===== config.mk =====
export PLATFORM = sky130hd
export DESIGN_NAME = m68k_dtack_wait_gen
export DESIGN_NICKNAME = d
export VERILOG_FILES = /design/src/rtl/m68k_dtack_wait_gen.sv
export SDC_FILE = /design/constraint.sdc
export NUM_CORES = 1
export LEC_CHECK = 0
export CAP_MARGIN = 20
export CELL_PAD_IN_SITES_DETAIL_PLACEMENT = 0
export CELL_PAD_IN_SITES_GLOBAL_PLACEMENT = 2
export CORE_MARGIN = 2
export CORE_UTILIZATION = 40
export CTS_BUF_LIST = sky130_fd_sc_hd__clkbuf_4 sky130_fd_sc_hd__clkbuf_8
export DETAILED_ROUTE_END_ITERATION = 6
export DONT_BUFFER_PORTS = 1
export GPL_ROUTABILITY_DRIVEN = 0
export PLACE_DENSITY_LB_ADDON = 0.3
export SETUP_SLACK_MARGIN = 0.4
export SYNTH_ARGS = -nofsm -noshare
export SYNTH_HDL_FRONTEND = slang
export SYNTH_SLANG_ARGS = --single-unit

===== constraint.sdc =====
create_clock -name Clk -period 4.78 [get_ports Clk]
set_input_delay 0.956 -clock Clk [delete_from_list [all_inputs] [get_ports Clk]]
set_output_delay 0.956 -clock Clk [all_outputs]
set_load 0.01 [all_outputs]

===== src/rtl/m68k_dtack_wait_gen.sv =====
// 68000 bus-cycle terminator: DTACK after programmable waits or a device acknowledge,
// and BERR with fault-address capture when a cycle times out.
module m68k_dtack_wait_gen #(
    parameter int unsigned ROM_WAIT       = 0,
    parameter int unsigned RAM_WAIT       = 0,
    parameter int unsigned IO_WAIT        = 3,
    parameter int unsigned TIMEOUT_CYCLES = 255
) (
    input  logic        Clk,
    input  logic        Reset_H,
    input  logic        AS_L,
    input  logic        UDS_L,
    input  logic        LDS_L,
    input  logic [31:0] Address,
    input  logic        OnChipRomSelect_H,
    input  logic        OnChipRamSelect_H,
    input  logic        IOSelect_H,
    input  logic        DramSelect_H,
    input  logic        CanBusSelect_H,
    input  logic        GraphicsCS_L,
    input  logic        DramDtack_L,
    input  logic        CanBusDtack_L,
    input  logic        GraphicsDtack_L,
    output logic        DTACK_L,
    output logic        BERR_L,
    output logic [31:0] FaultAddress,
    output logic        FaultValid_H
);

    typedef enum logic [2:0] {
        S_IDLE,
        S_WAIT,
        S_EXT,
        S_ACK,
        S_ERR
    } state_t;

    typedef enum logic [2:0] {
        R_ROM,
        R_RAM,
        R_IO,
        R_DRAM,
        R_CAN,
        R_GFX,
        R_NONE
    } region_t;

    localparam logic [15:0] ROM_W = 16'(ROM_WAIT);
    localparam logic [15:0] RAM_W = 16'(RAM_WAIT);
    localparam logic [15:0] IO_W  = 16'(IO_WAIT);
    localparam logic [15:0] TMO   = 16'(TIMEOUT_CYCLES);

    state_t      state_q, state_d;
    region_t     region_q, region_d;
    logic [15:0] wait_q, wait_d;
    logic [15:0] tmo_q, tmo_d;
    logic [31:0] addr_q, addr_d;
    logic        dtack_q, dtack_d;
    logic        berr_q, berr_d;
    logic [31:0] fault_addr_q, fault_addr_d;
    logic        fault_valid_q, fault_valid_d;

    logic        cycle_start;
    region_t     region_sel;
    logic [15:0] sel_wait;
    logic        sel_fixed;
    logic        ack_start;
    logic        ack_now;

    assign cycle_start = !AS_L && (!UDS_L || !LDS_L);

    function automatic logic dev_ack(input region_t r, input logic dram_l,
                                     input logic can_l, input logic gfx_l);
        logic a;
        a = 1'b0;
        case (r)
            R_DRAM:  a = !dram_l;
            R_CAN:   a = !can_l;
            R_GFX:   a = !gfx_l;
            default: a = 1'b0;
        endcase
        return a;
    endfunction

    // Priority decode of the selects; only meaningful at the cycle start edge
    always_comb begin
        region_sel = R_NONE;
        if (OnChipRomSelect_H)      region_sel = R_ROM;
        else if (OnChipRamSelect_H) region_sel = R_RAM;
        else if (IOSelect_H)        region_sel = R_IO;
        else if (DramSelect_H)      region_sel = R_DRAM;
        else if (CanBusSelect_H)    region_sel = R_CAN;
        else if (!GraphicsCS_L)     region_sel = R_GFX;
    end

    // Wait count and region class for the region being decoded
    always_comb begin
        sel_wait  = 16'd0;
        sel_fixed = 1'b0;
        case (region_sel)
            R_ROM: begin
                sel_wait  = ROM_W;
                sel_fixed = 1'b1;
            end
            R_RAM: begin
                sel_wait  = RAM_W;
                sel_fixed = 1'b1;
            end
            R_IO: begin
                sel_wait  = IO_W;
                sel_fixed = 1'b1;
            end
            default: begin
                sel_wait  = 16'd0;
                sel_fixed = 1'b0;
            end
        endcase
    end

    assign ack_start = dev_ack(region_sel, DramDtack_L,
                               CanBusDtack_L, GraphicsDtack_L);
    assign ack_now   = dev_ack(region_q, DramDtack_L,
                               CanBusDtack_L, GraphicsDtack_L);

    // State and output registers
    always_ff @(posedge Clk or posedge Reset_H) begin
        if (Reset_H) begin
            state_q       <= S_IDLE;
            region_q      <= R_NONE;
            wait_q        <= 16'd0;
            tmo_q         <= 16'd0;
            addr_q        <= 32'd0;
            dtack_q       <= 1'b1;
            berr_q        <= 1'b1;
            fault_addr_q  <= 32'd0;
            fault_valid_q <= 1'b0;
        end else begin
            state_q       <= state_d;
            region_q      <= region_d;
            wait_q        <= wait_d;
            tmo_q         <= tmo_d;
            addr_q        <= addr_d;
            dtack_q       <= dtack_d;
            berr_q        <= berr_d;
            fault_addr_q  <= fault_addr_d;
            fault_valid_q <= fault_valid_d;
        end
    end

    // Next state: acknowledge beats timeout; AS_L high aborts an open cycle
    always_comb begin
        state_d  = state_q;
        region_d = region_q;
        wait_d   = wait_q;
        tmo_d    = tmo_q;
        addr_d   = addr_q;
        case (state_q)
            S_IDLE: begin
                if (cycle_start) begin
                    region_d = region_sel;
                    addr_d   = Address;
                    tmo_d    = 16'd1;
                    wait_d   = 16'd0;
                    if (sel_fixed) begin
                        if (sel_wait == 16'd0) begin
                            state_d = S_ACK;
                        end else begin
                            state_d = S_WAIT;
                            wait_d  = sel_wait - 16'd1;
                        end
                    end else if (ack_start) begin
                        state_d = S_ACK;
                    end else begin
                        state_d = S_EXT;
                    end
                end
            end
            S_WAIT: begin
                if (AS_L) begin
                    state_d = S_IDLE;
                end else if (wait_q == 16'd0) begin
                    state_d = S_ACK;
                end else if (tmo_q == TMO) begin
                    state_d = S_ERR;
                end else begin
                    wait_d = wait_q - 16'd1;
                    tmo_d  = tmo_q + 16'd1;
                end
            end
            S_EXT: begin
                if (AS_L) begin
                    state_d = S_IDLE;
                end else if (ack_now) begin
                    state_d = S_ACK;
                end else if (tmo_q == TMO) begin
                    state_d = S_ERR;
                end else begin
                    tmo_d = tmo_q + 16'd1;
                end
            end
            S_ACK, S_ERR: begin
                if (AS_L) state_d = S_IDLE;
            end
            default: state_d = S_IDLE;
        endcase
    end

    // Outputs follow the next state; fault captured on entry to ERR
    always_comb begin
        dtack_d       = (state_d != S_ACK);
        berr_d        = (state_d != S_ERR);
        fault_addr_d  = fault_addr_q;
        fault_valid_d = fault_valid_q;
        if (state_d == S_ERR && state_q != S_ERR) begin
            fault_addr_d  = addr_q;
            fault_valid_d = 1'b1;
        end
    end

    assign DTACK_L      = dtack_q;
    assign BERR_L       = berr_q;
    assign FaultAddress = fault_addr_q;
    assign FaultValid_H = fault_valid_q;

endmodule

Figure 1. Clock distribution.
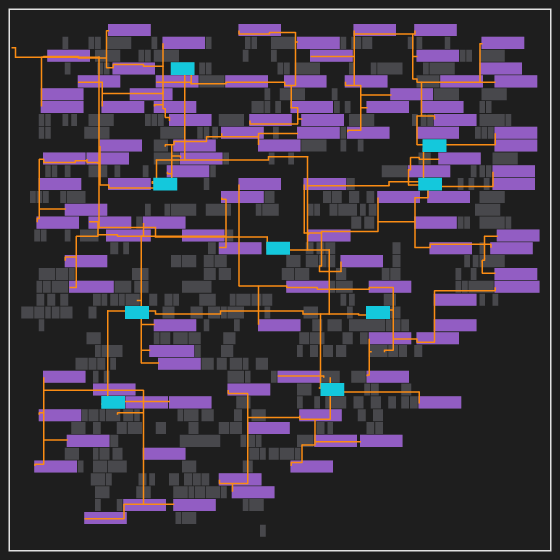
- purple: flip-flops (count 105)
- cyan: clock-net drivers (count 9)
- orange: clock wires (length 1,320 um)
- routed clock nets: 10
- flops lie: all over the die
Clock net power: 0.551 mW
Clk pwr share: 21.5%
worst clock skew: 0.0147 ns

==> flow_summary.json <==
{
  "status": "complete, no violations",
  "cp_top_family": "simple AND/OR/NAND/NOR gates",
  "cts_hold_buf": 0,
  "top_area_share_pct": 51.8,
  "max_stage_delay_ns": 0.60,
  "synth.area.top_cells": "dfrtp_1 (52%), mux2_4 (8.9%), nand2_1 (8.7%), xor2_1 (3.2%), nor2_1 (2.5%)",
  "fin_ws_ns": 2.01,
  "mi_logic_area_um2": 2100,
  "grt_pass1_vias": 3164,
  "nWellTaps": 147,
  "worstReg2RegEnd": "FaultAddress[30]",
  "setup_viol": 0,
  "wl_met1_um": 4490,
  "routed_wl_um": 9730,
  "avgSynthCellArea_um2": 10.6,
  "ys_sh_mux_pct": 10.6,
  "vias": 3184,
  "period_used_pct": 58.0,
  "finalPower_mw": 2.56,
  "clk_share_pct": 3.75,
  "routed.top_layer": "met4",
  "drtAntennaViolNets": 0,
  "clk_path_buf_depth": 2,
  "comb_share_pct": 40.7,
  "maxSlewHeadroom_pct": 35.6,
  "rsz0062_at_grt": "no",
  "power.density_nw_per_um2": 496,
  "ys_cells": 460,
  "warnings": 26,
  "power.group.top": "sequential cells",
  "place_inst": 591,
  "final_common_cell": "nand2_1",
  "h-tree-depth": 3,
  "area_growth_pct": 6.00,
  "die_width_um": 114,
  "signal_buffers": 4,
  "final_hold_viol_count": 0,
  "crit_path_top_delay_cell": "or4_4",
  "clkbuf_count": 10,
  "ctsResizeCount": 0,
  "yosys.area.top_type": "dfrtp_1",
  "max_freq_ghz": 0.361,
  "p_comb_share_pct": 28.8,
  "cp_num_cells": 6,
  "gr-max-usage-layer": "met2",
  "numSynthFlops": 105,
  "p_sw_share_pct": 37.1,
  "irDropWorstVdd_uv": 185,
  "gr-usage-met1_pct": 20.2,
  "sh_seq_area_pct": 50.9,
  "grt_usage_pct": 15.5,
  "async_flop_share_pct": 100,
  "flops": 105,
  "drive_gt1_share_pct": 14.5,
  "use_met2_pct": 24.6,
  "clock_sinks": 105,
  "min-delay-start": "addr_q[29]",
  "wire_per_inst_um": 16.0,
  "synth.cell_area_um2": 4880,
  "num-nonclk-inverters": 6,
  "cts_tree": "yes",
  "place_area_um2": 4970,
  "die_y_um": 114,
  "critPathRequiredTime_ns": 5.05,
  "p_switching_mw": 0.951,
  "pwr.group.sequential_mw": 1.28,
  "tightest_slew_ns": 0.965,
  "fin_setup_tns_ns": 0,
  "use_met3_pct": 5.03,
  "yosys_warnings": 0,
  "root_buffer": "clkbuf_8",
  "dieArea_um2": 13100,
  "cp_max_fo": 33,
  "path_class": "flop to flop",
  "grt_pass1_wl_um": 15900,
  "simple_gate_area_share_pct": 22.8,
  "holdPathEnd": "addr_q[29]",
  "fa_ha_area_share_pct": 0.513,
  "dp_slack_ns": 1.85,
  "grt_overflow": 0,
  "layout_min_cycle_time_ns": 2.77,
  "final_design_area_no_fill_um2": 5170,
  "ys.flop_type": "dfrtp_1",
  "arrival_ns": 3.04,
  "post_cts_buffers": 0
}
Figure 2. I/O nets highlighted.
Scale bar: 20 um.
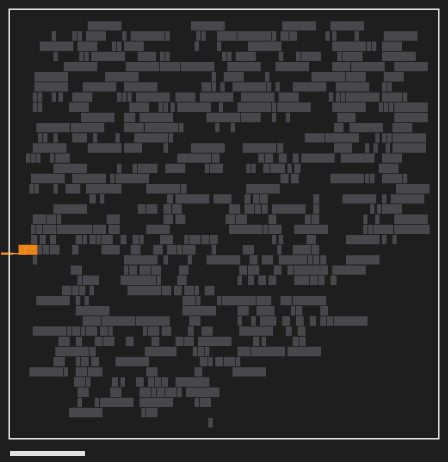
- orange: CanBusSelect_H (bits 1; direction input; end cells 2; buffers 0; wire 7.60 um)
count of input and output buffers: 0
# IOs: 81

Power is estimated from default activity; no workload was simulated.
